[config.mk]
export PLATFORM = sky130hd
export DESIGN_NAME = inst_fetch
export DESIGN_NICKNAME = d
export VERILOG_FILES = /design/src/rtl/inst_fetch.sv
export SDC_FILE = /design/constraint.sdc
export NUM_CORES = 1
export LEC_CHECK = 0
export CORE_AREA = 3 3 161 100
export CTS_BUF_LIST = sky130_fd_sc_hd__clkbuf_16
export CTS_CLUSTER_SIZE = 10
export DETAILED_ROUTE_END_ITERATION = 12
export DIE_AREA = 0 0 164 103
export PLACE_DENSITY_LB_ADDON = 0.25
export SLEW_MARGIN = 40
export SYNTH_ARGS = -nofsm -noshare
export SYNTH_HDL_FRONTEND = slang
export SYNTH_SLANG_ARGS = --single-unit
export TNS_END_PERCENT = 50
[constraint.sdc]
create_clock -name i_clk -period 2.4 [get_ports i_clk]
set_input_delay 0.48 -clock i_clk [delete_from_list [all_inputs] [get_ports i_clk]]
set_output_delay 0.48 -clock i_clk [all_outputs]
set_load 0.02 [all_outputs]
[src/rtl/inst_fetch.sv]
// Instruction fetch stage: single-outstanding memory request, stall/flush handling, IF_ID word register.
// Optional INST_FETCH_ALIGN_CHECK_EN adds a misaligned-redirect FAULT state and o_fault.
module inst_fetch #(
    parameter logic [31:0] RESET_PC = 32'h0000_0000
) (
    input  logic        i_clk,
    input  logic        i_rst,
    output logic        o_memReq,
    output logic [31:0] o_memAddr,
    input  logic        i_memReady,
    input  logic        i_memValid,
    input  logic [31:0] i_memData,
    input  logic        i_stall,
    input  logic        i_flush,
    input  logic [31:0] i_flushPc,
    output logic        o_valid,
    output logic [31:0] o_pc,
    output logic [31:0] o_inst,
    output logic        o_fault
);

    typedef enum logic [2:0] {
        StIdle,
        StReq,
        StWait,
`ifdef INST_FETCH_ALIGN_CHECK_EN
        StFault,
`endif
        StDrop
    } state_t;

    state_t      r_state, w_state_nxt;
    logic [31:0] r_pc, w_pc_nxt;
    logic        r_valid;
    logic [31:0] r_pc_out;
    logic [31:0] r_inst;
    logic        w_accept;
    logic        w_capture;
    logic [31:0] w_flush_pc;
    logic        w_flush_bad;
    state_t      w_flush_dst;

`ifdef INST_FETCH_ALIGN_CHECK_EN
    logic r_fault, w_fault_nxt;
    assign w_flush_pc  = i_flushPc;
    assign w_flush_bad = i_flush && (i_flushPc[1:0] != 2'b00);
    assign w_flush_dst = w_flush_bad ? StFault : StReq;
    assign o_fault     = r_fault;
`else
    assign w_flush_pc  = i_flushPc & 32'hFFFF_FFFC;
    assign w_flush_bad = 1'b0;
    assign w_flush_dst = StReq;
    assign o_fault     = 1'b0;
`endif

    // A new request may go out only if the held word is absent or leaves this edge.
    assign o_memReq  = (r_state == StReq) && (!r_valid || !i_stall);
    assign o_memAddr = o_memReq ? r_pc : 32'h0;
    assign w_accept  = o_memReq && i_memReady;
    assign w_capture = (r_state == StWait) && i_memValid && !i_flush;

    always_comb begin
        w_state_nxt = r_state;
        w_pc_nxt    = r_pc;
`ifdef INST_FETCH_ALIGN_CHECK_EN
        w_fault_nxt = r_fault;
        if (i_flush) w_fault_nxt = w_flush_bad;
`endif
        if (i_flush) w_pc_nxt = w_flush_pc;
        unique case (r_state)
            StIdle: w_state_nxt = i_flush ? w_flush_dst : StReq;
            StReq: begin
                if (i_flush)       w_state_nxt = w_accept ? StDrop : w_flush_dst;
                else if (w_accept) w_state_nxt = StWait;
            end
            StWait: begin
                if (i_flush) begin
                    w_state_nxt = i_memValid ? w_flush_dst : StDrop;
                end else if (i_memValid) begin
                    w_state_nxt = StReq;
                    w_pc_nxt    = r_pc + 32'd4;
                end
            end
            StDrop: begin
                if (i_memValid) begin
`ifdef INST_FETCH_ALIGN_CHECK_EN
                    w_state_nxt = w_fault_nxt ? StFault : StReq;
`else
                    w_state_nxt = StReq;
`endif
                end
            end
`ifdef INST_FETCH_ALIGN_CHECK_EN
            StFault: if (i_flush && !w_flush_bad) w_state_nxt = StReq;
`endif
            default: w_state_nxt = StIdle;
        endcase
    end

    always_ff @(posedge i_clk) begin
        if (i_rst) begin
            r_state  <= StIdle;
            r_pc     <= RESET_PC;
            r_valid  <= 1'b0;
            r_pc_out <= 32'h0;
            r_inst   <= 32'h0;
`ifdef INST_FETCH_ALIGN_CHECK_EN
            r_fault  <= 1'b0;
`endif
        end else begin
            r_state <= w_state_nxt;
            r_pc    <= w_pc_nxt;
`ifdef INST_FETCH_ALIGN_CHECK_EN
            r_fault <= w_fault_nxt;
`endif
            if (i_flush) begin
                r_valid <= 1'b0;
                r_inst  <= 32'h0;
            end else if (w_capture) begin
                r_valid  <= 1'b1;
                r_pc_out <= r_pc;
                r_inst   <= i_memData;
            end else if (r_valid && !i_stall) begin
                r_valid <= 1'b0;
                r_inst  <= 32'h0;
            end
        end
    end

    assign o_valid = r_valid;
    assign o_pc    = r_pc_out;
    assign o_inst  = r_inst;

endmodule

### Signal wires on met3

Drawn at 3 px/µm.
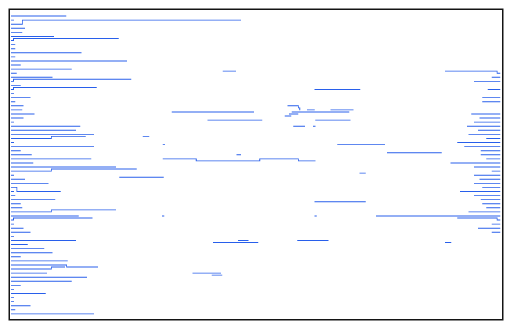
share of all routed wire: 11%
wire length on this layer: 1590 µm
main direction: horizontal
nets with wire on the layer: 129
WL final: 15000 µm
met3 demand-to-capacity share in global routing: 0.0791
vias after detailed routing: 4518

### Drive-strength map

Drawn at 2 px/µm.
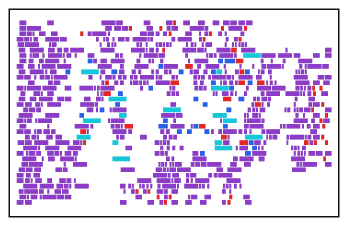
[red] x2 | cells: 48
[cyan] x6 and larger | cells: 16
[blue] x3 and x4 | cells: 32
[purple] x1 and smaller | cells: 613
number of ordinary and repair buffers in the finished layout: 193
Final Worst Setup Slack: 59.9 ps

### Placed cells, one colour a class

Drawn at 2 px/µm. Fill, decap, tap and diode cells in grey.
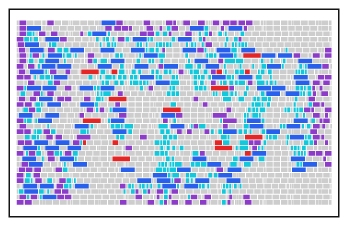
[cyan] remaining logic cells | cells: 400
[blue] sequential cells | cells: 100
[purple] remaining buffers and delay cells | cells: 193
[red] clock drivers and dummy loads | cells: 16
final core utilization: 0.447
fraction of area in registers: 0.307
Placement Rows: 34

### Congestion heat map

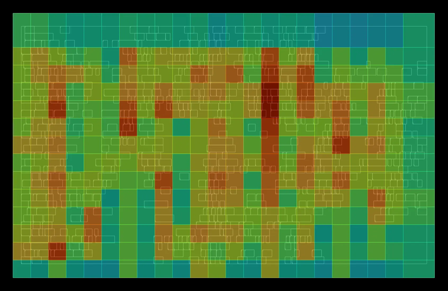
GR met1 Demand/Resource: 0.237
met2 capacity usage during global routing: 0.268
global router's overall resource usage: 0.178
peak-usage layer in the global routing report: met2
detail-routed net length per standard cell: 16.6 µm

==> metrics.log <==
[flow] summary of implementation run
[metrics] number of distinct library cell variants in the gate-level netlist after synthesis: about 56
[metrics] biggest area cells: sky130_fd_sc_hd__dfxtp_1 45%, sky130_fd_sc_hd__nand2_1 7.4%, sky130_fd_sc_hd__a21oi_1 6.4%, sky130_fd_sc_hd__a22oi_1 6.0%, sky130_fd_sc_hd__nor2_1 4.8%
[metrics] Fill cells: 1434
[metrics] sequential cell area: 2000 µm²
[metrics] Mapped Cells: 543
[metrics] Log Warnings: 30
[metrics] Post CTS Setup Buffer Count: 0
[metrics] first-pass GRT wire length: 23600 µm
[metrics] cell with the most instances after synthesis: sky130_fd_sc_hd__dfxtp_1
[metrics] count of cells along the worst hold path: 2
[metrics] pwr dens: 531 nW/µm²
[metrics] run status: completed
[metrics] start of the worst register-to-register path: r_pc[2]
[metrics] DRC: 0
[metrics] well tap count: 198
[metrics] total of flip-flops plus latches after synthesis: 100
[metrics] crit share post-route: 0.975
[metrics] proportion of power drawn by flip-flops and latches: 0.502
[metrics] yosys-reported design area after synthesis: about 4400 µm²
[metrics] capturing element of the worst setup path: o_memAddr[14]
[metrics] Signal inverters: 5
[metrics] DIE HEIGHT: 103 µm
[metrics] final non-filler cell area: 6520 µm²
[metrics] required arrival time at the worst endpoint: 1920 ps
[metrics] asr flop ratio synth: 0
[metrics] Worst Path Max Fanout: 14
[metrics] minimum hold slack: 455 ps
[metrics] clock tree from TritonCTS: yes
[metrics] post-placement setup slack: -305 ps
[metrics] predominant post-synthesis flop cell: sky130_fd_sc_hd__dfxtp_1
[metrics] per-cell via count in the routed design: 4.98
[metrics] relative area change from synthesis to final layout: 47.7%
[metrics] type of the tightest min-delay check: reg -> reg
[metrics] sequential power: 1.74 mW
[metrics] Clock Tree Root: sky130_fd_sc_hd__clkbuf_16
[metrics] Post-Synthesis Mean Instance Area: 8.13 µm²
[metrics] top-level port count: 169
[metrics] launching element type of the critical path: input port
[metrics] worst reg2reg setup slack: 300 ps
[metrics] Arr. time, crit path: 1860 ps
[metrics] layout buffering overhead excluding clock cells: 0.268
[metrics] Longest Clk Path Bufs: 2
[metrics] Overflow after GRT: 0
[metrics] final setup violation count: 0
[metrics] min cycle time layout: around 2300 ps
[metrics] remaining max-slew budget at the tightest pin: 0.630
[metrics] initial antenna violation count: 0
-- critical path: stages --
cell                              delay (ps)
sky130_fd_sc_hd__clkdlybuf4s50_1         490
sky130_fd_sc_hd__nand2_1                  70
sky130_fd_sc_hd__and3_1                  190
sky130_fd_sc_hd__buf_4                   180
sky130_fd_sc_hd__and2_1                  160
sky130_fd_sc_hd__clkdlybuf4s15_1         280
-- metal layers --
layer,up-vias,share of wire
met5,-,0
met4,0,0.0073
met3,11,0.11
met2,165,0.42
met1,2104,0.46
li1,2238,-
-- cell usage in the layout, fill, tap and decap left out, types with 3 or more instances in the layout --
cell	instances
sky130_fd_sc_hd__a21oi_1	55
sky130_fd_sc_hd__nor4_1	5
sky130_fd_sc_hd__clkbuf_2	28
sky130_fd_sc_hd__o21ai_0	11
sky130_fd_sc_hd__nor3_1	4
sky130_fd_sc_hd__a211oi_1	6
sky130_fd_sc_hd__a31oi_1	7
sky130_fd_sc_hd__clkdlybuf4s50_1	131
sky130_fd_sc_hd__and3_1	10
sky130_fd_sc_hd__clkbuf_16	9
sky130_fd_sc_hd__a22oi_1	35
sky130_fd_sc_hd__or3_1	3
sky130_fd_sc_hd__o22ai_1	4
sky130_fd_sc_hd__nand3_1	15
sky130_fd_sc_hd__and2_1	33
sky130_fd_sc_hd__nand2b_1	3
sky130_fd_sc_hd__dfxtp_1	100
sky130_fd_sc_hd__nand4_1	11
sky130_fd_sc_hd__mux2i_1	6
sky130_fd_sc_hd__inv_1	5
sky130_fd_sc_hd__a221oi_1	3
sky130_fd_sc_hd__mux2_2	4
sky130_fd_sc_hd__nand2_1	87
sky130_fd_sc_hd__nor2_1	56
sky130_fd_sc_hd__buf_4	26
sky130_fd_sc_hd__buf_12	3
Power figures rest on the tool's default switching activity, not on a simulated workload.
